==> config.mk <==
export PLATFORM = sky130hd
export DESIGN_NAME = btn_conditioner
export DESIGN_NICKNAME = d
export VERILOG_FILES = /design/src/rtl/btn_conditioner_pkg.sv /design/src/rtl/btn_conditioner_sync_2ff.sv /design/src/rtl/btn_conditioner.sv
export SDC_FILE = /design/constraint.sdc
export NUM_CORES = 1
export LEC_CHECK = 0
export CORE_MARGIN = 2
export CORE_UTILIZATION = 50
export CTS_CLUSTER_SIZE = 20
export DETAILED_ROUTE_END_ITERATION = 16
export GPL_ROUTABILITY_DRIVEN = 0
export GPL_TIMING_DRIVEN = 0
export PLACE_DENSITY = 0.7
export SKIP_CTS_REPAIR_TIMING = 1
export SLEW_MARGIN = 20
export SYNTH_ARGS = -nofsm -noshare
export SYNTH_HDL_FRONTEND = slang
export SYNTH_SLANG_ARGS = --single-unit
==> constraint.sdc <==
create_clock -name clk -period 2.5 [get_ports clk]
set_input_delay 0.25 -clock clk [delete_from_list [all_inputs] [get_ports clk]]
set_output_delay 0.25 -clock clk [all_outputs]
set_load 0.005 [all_outputs]
run_1/route_heat.png
14 x 14 tiles, from dark blue (low) to red (high), scaled to the fullest tile. Values are wire area over tile area, all layers added.
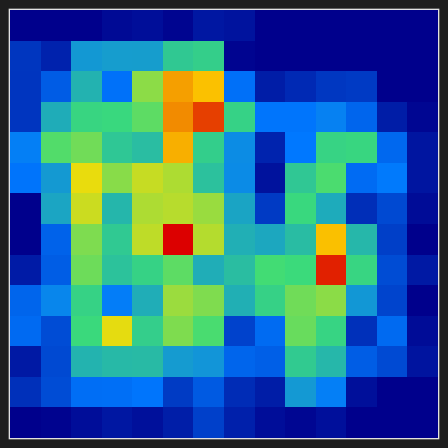
The mean over all tiles is 0.16. The densest ninth of the die: centre. The fullest tile reaches 0.56. The emptiest ninth of the die: north-east.
total routed wirelength: 4600 um
detail-routed net length per standard cell: 15.1 um
routed via count: 1836
gr usage total: 0.221

run_1/ff_map.png
Bar = 20 um. Other sequential cells in the stronger grey, the rest of the logic in the fainter grey.
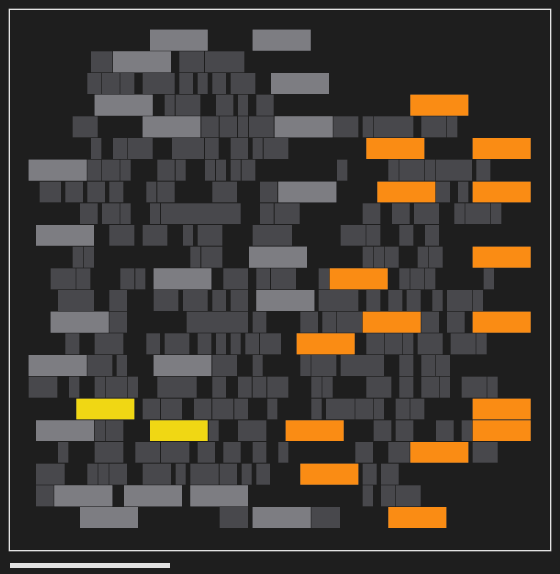
`state_q`: shown in yellow, flops 2. `dcnt_q`: shown in orange, flops 16.
share of cell area taken by flip-flops and latches: 0.357
Core Util, Final: 0.569
Storage cell area: 801 um2
power drawn by the sequential cells: 642 uW

run_1/sizing.png
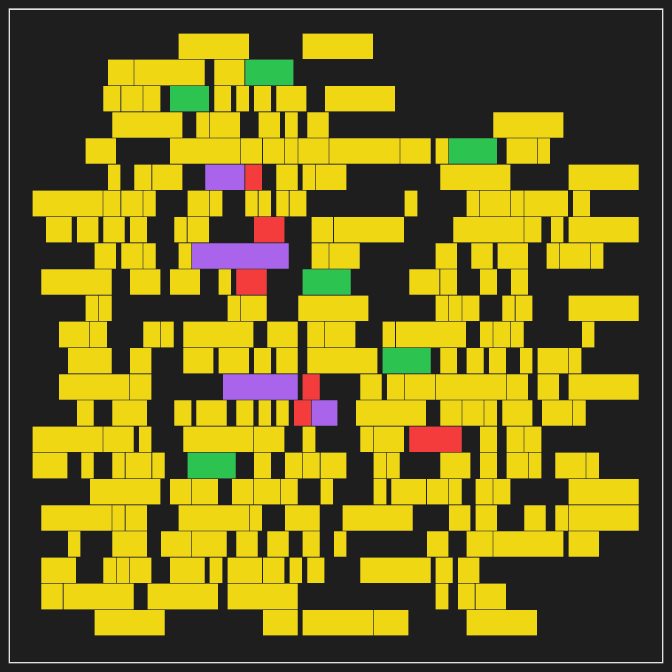
x3 and x4: shown in purple, cells 4. x6 and larger: shown in green, cells 6. x1 and smaller: shown in yellow, cells 239. x2: shown in red, cells 6.
post-route cell area: 2240 um2
final worst-path setup slack: 0.160 ns

==> summary.txt <==
Implementation run completed; key figures follow.

Status:
- The flow ran to the end, and the final reports show no timing, DRC or antenna violations.

Finish:
- The run puts the number of non-filler instances in the completed layout at 305.
- The most common logic cells in the final layout are sky130_fd_sc_hd__dfxtp_1, sky130_fd_sc_hd__nand2_1, sky130_fd_sc_hd__nor2_1.
- The repair_antennas step left the layout with diodes totalling 0.
- The run puts the layout clock buffer count at 6.
- The layout has 6 inverters outside the clock class.
- The run gives the number of multi-input combinational cells in the layout as 187.
- The run gives the total of plain and repair buffers excluding clock buffers as 15.
- The run gives the flop count as 40.
- The fraction of final cell area spent on clock buffers and inverters in this run is 0.0346.
- The fraction of cell area in multi-input combinational cells is reported as 0.522.
- The run puts the combinational cell area excluding buffers and inverters at 1170 um2.
- Of the cells placed in the final design, the portion with a size suffix greater than 1 is 0.0627.
- The run gives the number of nets in the final layout as 260.
- The run puts the layout buffering overhead excluding clock cells at 0.0480.
- The run gives the cell class with the largest area share as logic gates.
- By instance count after routing, the leading logic cell type is sky130_fd_sc_hd__dfxtp_1.
- The run gives the area added between synthesis and finish as 10.5%.

STA:
- The run puts the number of endpoints with negative hold slack in the final report at 0.
- Setup repair after global routing left no endpoint under its margin.
- The final layout reports a setup TNS of 0 ns.
- The run puts the highest attainable clock frequency at between 0.4 and 0.5 GHz.
- The run gives the slew of the pin with the lowest slew margin as 0.683 ns.
- The run gives the final-report setup violation count as 0.
- The run puts the final period demand of the worst path at ~2.3 ns.
- The run gives the final critical-path share of the clock period as 0.936.
- The most critical hold endpoint after final layout shows a slack of 0.439 ns.
- Between clock sinks in the finished design, the worst skew comes to 0.00380 ns.
- The run puts the max-slew violation total from the final report at 0.

Global route:
- The run gives the number of antenna violations at the first check in global routing as 0.
- The run gives the number of global-route vias before repair as 1650.
- The run gives the global-route wire length before repair as around 7500 um.
- The run puts the maximum number of pins on one net before global-route repair at 12.
- Summed over all layers, the global routing overflow is 0.

Critical path:
- The worst setup path is captured at a flip-flop.
- STA classifies the critical path startpoint as a flip-flop.
- The run gives the classification of the worst setup path as reg2reg.
- The run gives the depth of the worst register-to-register path as 6.
- The run puts the data arrival time at the worst-slack endpoint at ~2.5 ns.
- The run gives the kind of cell adding the most delay to the critical path as simple AND/OR/NAND/NOR gates.
- The timing report shows that the slowest cell on the worst path is sky130_fd_sc_hd__or3b_2.
- The run puts the buffering stage count on the worst path with inverters included at 0.
- The critical path goes through ha_1 > or3b_2 > nor4_4 > a41oi_4 > a211o_1 > a311oi_1.
- The OpenROAD report gives the critical path a required time of 2.69 ns.
- The run gives the peak fanout along the critical path as 5.

Synth:
- The synthesis report lists the most area-consuming cells as sky130_fd_sc_hd__dfxtp_1, sky130_fd_sc_hd__nand2_1, sky130_fd_sc_hd__a311oi_1.
- The run puts the total cell area reported by yosys after synthesis at between 2000 and 2500 um2.
- Per the post-synthesis report, the number of cells in the design is roughly 240.
- The run gives the top cell type by total area after synthesis as sky130_fd_sc_hd__dfxtp_1.
- Among all flip-flop cells after synthesis, the most frequent one is sky130_fd_sc_hd__dfxtp_1.
- Among all cell types in the netlist, the one instantiated most often is sky130_fd_sc_hd__dfxtp_1.
- The run gives the part of the Yosys area used for sequential elements as 0.395.
- During synthesis, Yosys emitted a total of 0 warnings.
- The run gives the number of distinct standard cells referenced by the synthesized netlist as between 40 and 50.
- The run puts the floorplan net count at 246.
- The run puts the proportion of synthesized flip-flops having asynchronous set or reset at 0.
- The run gives the number of cells in Yosys stat as 241.
- For reference, the top cells by count after synthesis are sky130_fd_sc_hd__dfxtp_1, sky130_fd_sc_hd__nand2_1, sky130_fd_sc_hd__nor2_1, sky130_fd_sc_hd__a21oi_1, sky130_fd_sc_hd__nor3_1.
- The run puts the share of the synthesized area in the top cell type at 0.395.
- The run gives the average cell area after synthesis as roughly 8.4 um2.
- The run puts the flip-flop and latch count after synthesis at roughly 40.
- The run gives the count of flip-flops with a built-in enable after synthesis as 0.

Clock network:
- The tree is rooted in a sky130_fd_sc_hd__clkbuf_8.
- Looking at the clock tree report, the H-tree level count equals 2.
- The run gives the clock tree from TritonCTS as yes.
- The run puts the clock latency on the worst-skew pair at 0.29 ns.
- The run puts the largest buffer count on any clock path at 2.
- The run gives the clock-pin slew on the worst setup and hold paths as 0.07 ns.

Pwr:
- The run gives the power per unit of standard cell area as 482 nW/um2.
- The run gives the relative contribution of the clock network to total power as 0.381.
- The run puts the power in combinational cells at 26.6 uW.
- The run puts the power share of the sequential group at 0.595.
- The run puts the power dissipated in the clock network at between 400 and 500 uW.
- The run gives the maximum resistive drop on vdd as 0.000291 V.
- The run puts the net switching power of the design at 238 uW.
- The run puts the switching share of power at 0.221.
- The biggest slice of the total power is consumed by sequential cells.
- The run puts the share of total power in combinational logic at 0.025.
- The run gives the internal power component as between 800 and 900 uW.

Floorplan:
- The run puts the die boundary width at 67.7 um.
- The run gives the die area as 4580 um2.
- The run gives the standard-cell row count as 23.
- In this run the count of I/O pins placed on the die edge is 7.
- The run puts the die height at about 68 um.
- The total area inside the core boundary comes to 3940 um2.

Hold path:
- The worst hold path belongs to the class reg2reg.
- The number of cells on the worst hold path is listed as 1.

Placed design:
- The run gives the number of port buffers as 6.
- The run gives the final HPWL from detailed placement as 3290 um.
- The run puts the post-place instance area at 2150 um2.
- The run gives the number of placed instances, taps included as 297.
- Before CTS, the worst setup slack after placement is 0.119 ns.

Flow run:
- The run gives the max capacitance violation total as 0.
- The run puts the number of logged tool warnings at 26.

Routing:
- The run puts the number of iterations in the first detailed-routing pass at 4.
- The run gives the number of vias per cell after detailed routing as 6.02.
- After detailed routing, the number of remaining DRC violations is 0.
- The run puts the number of routed nets with antenna violations at 0.
- Detailed-route iteration 0 reported a violation count of 182.
==> run 1: logic make-up (layout without fill, tap and decap cells) <==
family	after synthesis	count (layout)	share of synthesized area
DFF	40	40	0.395
muxes	3	3	0.0148
buffers and inverters	14	28	0.0308
AOI/OAI and AO/OA	60	60	0.213
and+or+nand+nor	113	113	0.295
adders and majority gates	2	2	0.0123
xor gates and xnor gates	9	9	0.0389
==> run 1: per-layer routing <==
layer  global-route usage  up-vias  share of wire
li1                     -      942              -
met1                0.264      846           0.46
met2                0.380       37           0.48
met3               0.0517       11          0.036
met4               0.0893        0          0.023
met5                    0        -              0
Power is estimated from default activity; no workload was simulated.
